### src/rtl/seq_divider.sv
// Multi-cycle restoring divider: 2*WIDTH-bit dividend by WIDTH-bit divisor, one quotient bit per clock.
// Optional two's-complement mode via `define SEQ_DIVIDER_SIGNED_EN.
module seq_divider #(
  parameter int unsigned WIDTH = 16
) (
  input  logic               clk,
  input  logic               rst_n,
  input  logic               run,
  input  logic [2*WIDTH-1:0] dividend,
  input  logic [WIDTH-1:0]   divisor,
  output logic [WIDTH-1:0]   quotient,
  output logic [WIDTH-1:0]   remainder,
  output logic               busy,
  output logic               done,
  output logic               div_zero,
  output logic               overflow
);

  localparam int unsigned DW = 2 * WIDTH;
  localparam int unsigned CW = $clog2(WIDTH);
  localparam logic [WIDTH-1:0] MIN_MAG = {1'b1, {(WIDTH-1){1'b0}}};

  typedef enum logic [1:0] {S_IDLE, S_DIVIDE, S_DONE} state_t;

  state_t           state_q, state_d;
  logic [WIDTH-1:0] r_q, r_d;
  logic [WIDTH-1:0] q_q, q_d;
  logic [CW-1:0]    cnt_q, cnt_d;
  logic [WIDTH-1:0] dvs_q, dvs_d;
  logic             negq_q, negq_d, negr_q, negr_d;
  logic [WIDTH-1:0] quot_d, rem_d;
  logic             busy_d, done_d, dz_d, ov_d;

  logic [DW-1:0]    dvd_mag;
  logic [WIDTH-1:0] dvs_mag;
  logic             negq_in, negr_in;
  logic [WIDTH:0]   t;
  logic             ge;
  logic [WIDTH-1:0] r_step, q_step, q_fix, r_fix;
  logic             ov_fix;

  // Operand magnitudes and result signs presented to the unsigned core
  always_comb begin
`ifdef SEQ_DIVIDER_SIGNED_EN
    dvd_mag = dividend[DW-1] ? DW'(-dividend) : dividend;
    dvs_mag = divisor[WIDTH-1] ? WIDTH'(-divisor) : divisor;
    negq_in = dividend[DW-1] ^ divisor[WIDTH-1];
    negr_in = dividend[DW-1];
`else
    dvd_mag = dividend;
    dvs_mag = divisor;
    negq_in = 1'b0;
    negr_in = 1'b0;
`endif
  end

  // One restoring step plus the sign fix-up applied as the result is latched
  always_comb begin
    t      = {r_q, q_q[WIDTH-1]};
    ge     = (t >= {1'b0, dvs_q});
    r_step = ge ? WIDTH'(t - {1'b0, dvs_q}) : t[WIDTH-1:0];
    q_step = {q_q[WIDTH-2:0], ge};
    q_fix  = negq_q ? WIDTH'(-q_step) : q_step;
    r_fix  = negr_q ? WIDTH'(-r_step) : r_step;
`ifdef SEQ_DIVIDER_SIGNED_EN
    ov_fix = negq_q ? (q_step > MIN_MAG) : q_step[WIDTH-1];
`else
    ov_fix = 1'b0;
`endif
  end

  always_comb begin
    state_d = state_q;
    r_d     = r_q;
    q_d     = q_q;
    cnt_d   = cnt_q;
    dvs_d   = dvs_q;
    negq_d  = negq_q;
    negr_d  = negr_q;
    quot_d  = quotient;
    rem_d   = remainder;
    busy_d  = busy;
    done_d  = 1'b0;
    dz_d    = div_zero;
    ov_d    = overflow;
    case (state_q)
      S_IDLE: begin
        if (run) begin
          busy_d = 1'b1;
          dz_d   = 1'b0;
          ov_d   = 1'b0;
          dvs_d  = dvs_mag;
          negq_d = negq_in;
          negr_d = negr_in;
          cnt_d  = '0;
          if (dvs_mag == '0) begin
            dz_d    = 1'b1;
            quot_d  = '1;
            rem_d   = dividend[WIDTH-1:0];
            done_d  = 1'b1;
            state_d = S_DONE;
          end else if (dvd_mag[DW-1:WIDTH] >= dvs_mag) begin
            ov_d    = 1'b1;
            quot_d  = '1;
            rem_d   = dividend[WIDTH-1:0];
            done_d  = 1'b1;
            state_d = S_DONE;
          end else begin
            r_d     = dvd_mag[DW-1:WIDTH];
            q_d     = dvd_mag[WIDTH-1:0];
            quot_d  = '0;
            rem_d   = '0;
            state_d = S_DIVIDE;
          end
        end
      end
      S_DIVIDE: begin
        r_d   = r_step;
        q_d   = q_step;
        cnt_d = cnt_q + CW'(1);
        if (cnt_q == CW'(WIDTH - 1)) begin
          quot_d  = ov_fix ? '1 : q_fix;
          rem_d   = r_fix;
          ov_d    = ov_fix;
          done_d  = 1'b1;
          state_d = S_DONE;
        end
      end
      S_DONE: begin
        busy_d  = 1'b0;
        state_d = S_IDLE;
      end
      default: state_d = S_IDLE;
    endcase
  end

  always_ff @(posedge clk or negedge rst_n) begin
    if (!rst_n) begin
      state_q   <= S_IDLE;
      r_q       <= '0;
      q_q       <= '0;
      cnt_q     <= '0;
      dvs_q     <= '0;
      negq_q    <= 1'b0;
      negr_q    <= 1'b0;
      quotient  <= '0;
      remainder <= '0;
      busy      <= 1'b0;
      done      <= 1'b0;
      div_zero  <= 1'b0;
      overflow  <= 1'b0;
    end else begin
      state_q   <= state_d;
      r_q       <= r_d;
      q_q       <= q_d;
      cnt_q     <= cnt_d;
      dvs_q     <= dvs_d;
      negq_q    <= negq_d;
      negr_q    <= negr_d;
      quotient  <= quot_d;
      remainder <= rem_d;
      busy      <= busy_d;
      done      <= done_d;
      div_zero  <= dz_d;
      overflow  <= ov_d;
    end
  end

endmodule

### config.mk
export PLATFORM = sky130hd
export DESIGN_NAME = seq_divider
export DESIGN_NICKNAME = d
export VERILOG_FILES = /design/src/rtl/seq_divider.sv
export SDC_FILE = /design/constraint.sdc
export NUM_CORES = 1
export LEC_CHECK = 0
export CAP_MARGIN = 0
export CORE_ASPECT_RATIO = 1.4
export CORE_MARGIN = 8
export CORE_UTILIZATION = 47
export CTS_BUF_LIST = sky130_fd_sc_hd__clkbuf_2 sky130_fd_sc_hd__clkbuf_4 sky130_fd_sc_hd__clkbuf_8
export CTS_CLUSTER_DIAMETER = 120
export DETAILED_ROUTE_END_ITERATION = 7
export PLACE_DENSITY = 0.85
export SYNTH_ARGS = -nofsm -noshare
export SYNTH_HDL_FRONTEND = slang
export SYNTH_SLANG_ARGS = --single-unit
export TNS_END_PERCENT = 5
### constraint.sdc
create_clock -name clk -period 2.4 [get_ports clk]
set_input_delay 0.6 -clock clk [delete_from_list [all_inputs] [get_ports clk]]
set_output_delay 0.6 -clock clk [all_outputs]
set_load 0.01 [all_outputs]
**Placement view**

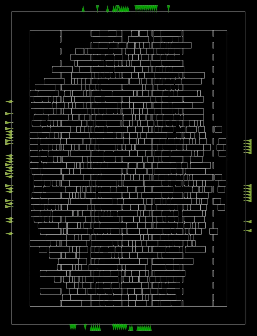
Cell Count, Final, Fillers Out: 880
Fill cells: 812
tap cells: 144
Cell Rows: 46

**Cell density map**

The die is cut into 11 by 14 equal tiles; white is low, dark blue is high, 0 to 100% covered.
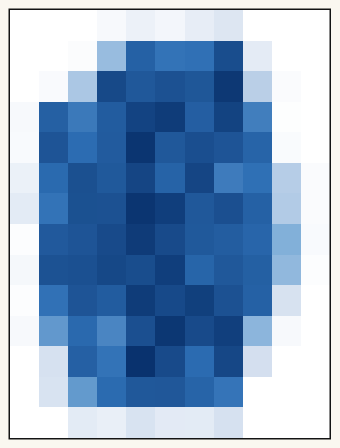
The fullest tile reaches 99%. The mean over all tiles is 49%. 46% of the tiles are over 75% full.

==> GITHUB_STEP_SUMMARY <==
### Yosys + OpenROAD results

| Metric | Value |
|---|---|
| Port bufs | `86` |
| CP Capture Type | `flip-flop` |
| Ys async rst share | `100.0%` |
| WP data required | `2.65 ns` |
| Top-count cell post-synth | `dfrtp_1` |
| Worst R2R Path Depth | `10` |
| Full die area | `15,010 sq um` |
| Crit share post-route | `101.8%` |
| Met2 Use GR | `39.50%` |
| Mapped Area | `5313 sq um` |
| Routed Antenna Nets | `0` |
| Crit path launch type | `flip-flop` |
| Endpoints failing setup | `5` |
| Pre-CTS WS | `-0.7719 ns` |
| Ys cells | `569` |
| Final Power | `11.76 mW` |
| YS chip area | `5313 sq um` |
| Critical R2R Launch | `dvs_q[0]$_DFFE_PN0P_` |
| Met3 GRT Util | `3.677%` |
| Max incr delay on CP | `0.42 ns` |
| Crit path from | `dvs_q[0]$_DFFE_PN0P_` |
| Slew Limit Headroom | `65.78%` |
| Critical path depth in cells | `10` |
| CP Class | `flip-flop to flip-flop` |
| Area leader share | `42.39%` |
| CP Data Arrival Time | `2.69 ns` |
| Crit-path cells | `ha_4 -> fa_2 -> nand2b_4 -> a21oi_4 -> o31ai_4 -> a211oi_2 -> o21ai_0 -> o311a_1 -> o21ai_1 -> a21oi_1` |
| Worst-margin pin slew | `0.5133 ns` |
| WHS | `0.1482 ns` |
| Synth cell types | `53` |
| I/O pin count | `87` |
| CP delay by family, top | `AND-OR/OR-AND gates` |
| CTS Buf Count | `9` |
| Global-route wire length before repair | `26.54 mm` |
| Clk buf depth | `2` |
| Syn. warnings | `0` |
| Core Area | `11,170 sq um` |
| Max VDD drop | `0.7088 mV` |
| Placer Congestion | `0.9172` |
| Status | `finished with violations` |
| Remaining DRCs | `0` |
| Failing checks | `negative setup slack` |
| Leak | `3.536 nW` |
| Late-Pin Clk Latency | `0.38 ns` |
| Reg2Reg Capture Point | `remainder[12]$_DFFE_PN0P_` |
| Critical path endpoint | `remainder[12]$_DFFE_PN0P_` |
| Layout cells sized above 1 | `27.17%` |
| Total GRT Usage | `21.94%` |
| DIE WIDTH | `105.9 um` |
| Flop-to-flop setup slack | `-0.04 ns` |
| Synthesized flop and latch total | `90` |
| TritonCTS clock tree | `built` |
| Drt pass-1 iters | `5` |
| Cell Area, Placed | `6870 sq um` |
| Fin util | `68.05%` |
| Tool warnings | `27` |
| Post-route setup slack | `-0.04237 ns` |
| Syn Area/Cell | `9.337 sq um` |
| CP max stage cell | `dfrtp_1` |
| Sequential area share after synthesis | `42.39%` |
| Final hold viol count | `0` |
| GRT met1 Usage | `23.87%` |
| Synth area leaders | `dfrtp_1, ha_1, mux2i_1` |
| Clk root buf | `clkbuf_8` |
| Cell type with the largest total area | `dfrtp_1` |
| Path category of the worst min-delay check | `input port to asynchronous set/reset pin` |
| Post-Syn Nets | `654` |
| P per Cell Area | `1547 nW/um^2` |
| Vias in the first global route | `5,431` |
| DR vias/cell | `5.733` |
| Routed WL | `16.81 mm` |
| F_max | `0.4094 GHz` |
| Total number of vias | `5,045` |
| Routed WL per cell | `19.10 um` |
| WP buf/inv | `0` |
| Gr ovfl total | `0` |
**Cells by drive strength**

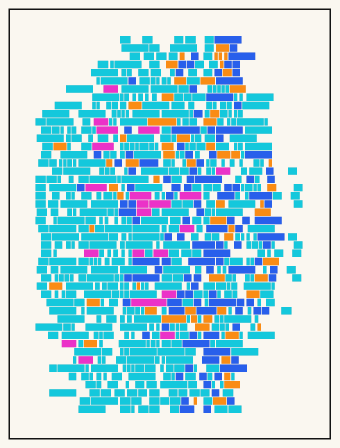
Key: _6 and larger = magenta [cells 21, most used clkbuf_8]; _0 and _1 cells = cyan [cells 536, most used dfrtp_1]; _3 and _4 cells = blue [cells 118, most used buf_4]; _2 cells = orange [cells 61, most used inv_2]
Non-clk bufs: 178
post-route setup slack: -0.04237 ns
finished layout cell area: 7599 sq um
synthesis-to-layout area growth: 43.03%

**Ports around the boundary**

The bar under the picture is 20 um long. Pins as bars across the die edge, other pins in gray.
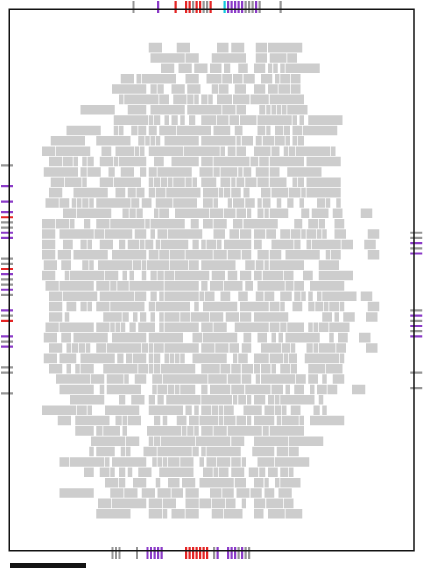
Key: `dividend` = purple [pins 32, direction input, edge 10 bottom, 10 left, 7 top, 5 right]; `remainder` = red [pins 16, direction output, edge 7 bottom, 6 top, 3 left]; `clk` = cyan [pins 1, direction input, edge top]

[cell type report]
class / instances / area, sq um
flip-flops and latches: 90 / 2253
fillers: 812 / 3567
clock buffers: 11 / 151.4
well taps: 144 / 180.2
repair buffers: 178 / 1633
clock inverters: 5 / 38.79
multi-input cells: 411 / 3188
inverters: 41 / 153.9
[cell usage in the layout (no fill, tap or decap), types with 9 or more instances in the layout]
cell / instances
buf_4: 83
clkbuf_8: 11
o21ai_0: 26
mux2i_1: 35
clkdlybuf4s50_1: 55
a21oi_1: 37
ha_1: 10
nor2_1: 45
inv_1: 32
dfrtp_1: 89
o21ai_1: 12
dlygate4sd2_1: 27
inv_2: 9
ha_4: 18
nand2_1: 77
o31ai_1: 12
[logic make-up (layout without fill, tap and decap cells)]
family,after synthesis,in the layout,synth area share [%]
buf+inv,68,235,5.888
flops,90,90,42.39
mux,42,42,8.031
xor+xnor,13,13,2.143
simple gates,169,169,14.04
compound gates,153,153,19.36
fa+ha+maj,34,34,8.149
[layer usage]
layer | up-vias | wire [um]
met4 | 0 | 733
li1 | 2313 | -
met2 | 201 | 8881
met5 | - | 0
met3 | 57 | 815
met1 | 2474 | 6380
[repair_timing]
action | in CTS | in global routing
resized | 88 | 36
cloned | 1 | 0
hold buffers | 0 | 0
setup buffers | 4 | 7
pin swaps | 21 | 24
setup endpoints to repair | 67 | 64
[registers in the layout, indices dropped and copies added (netlist names)]
register,cells
r_q,16
div_zero,1
quotient,16
dvs_q,16
q_q,16
cnt_q,4
overflow,1
done,1
remainder,16
state_q,2
busy,1
[where the power goes]
| part | internal (mW) | switching [mW] | total, mW |
|---|---|---|---|
| clock | 0.437 | 0.569 | 1.01 |
| combinational | 3.88 | 4.10 | 7.98 |
| sequential | 2.26 | 0.518 | 2.77 |
Power is estimated from default activity; no workload was simulated.
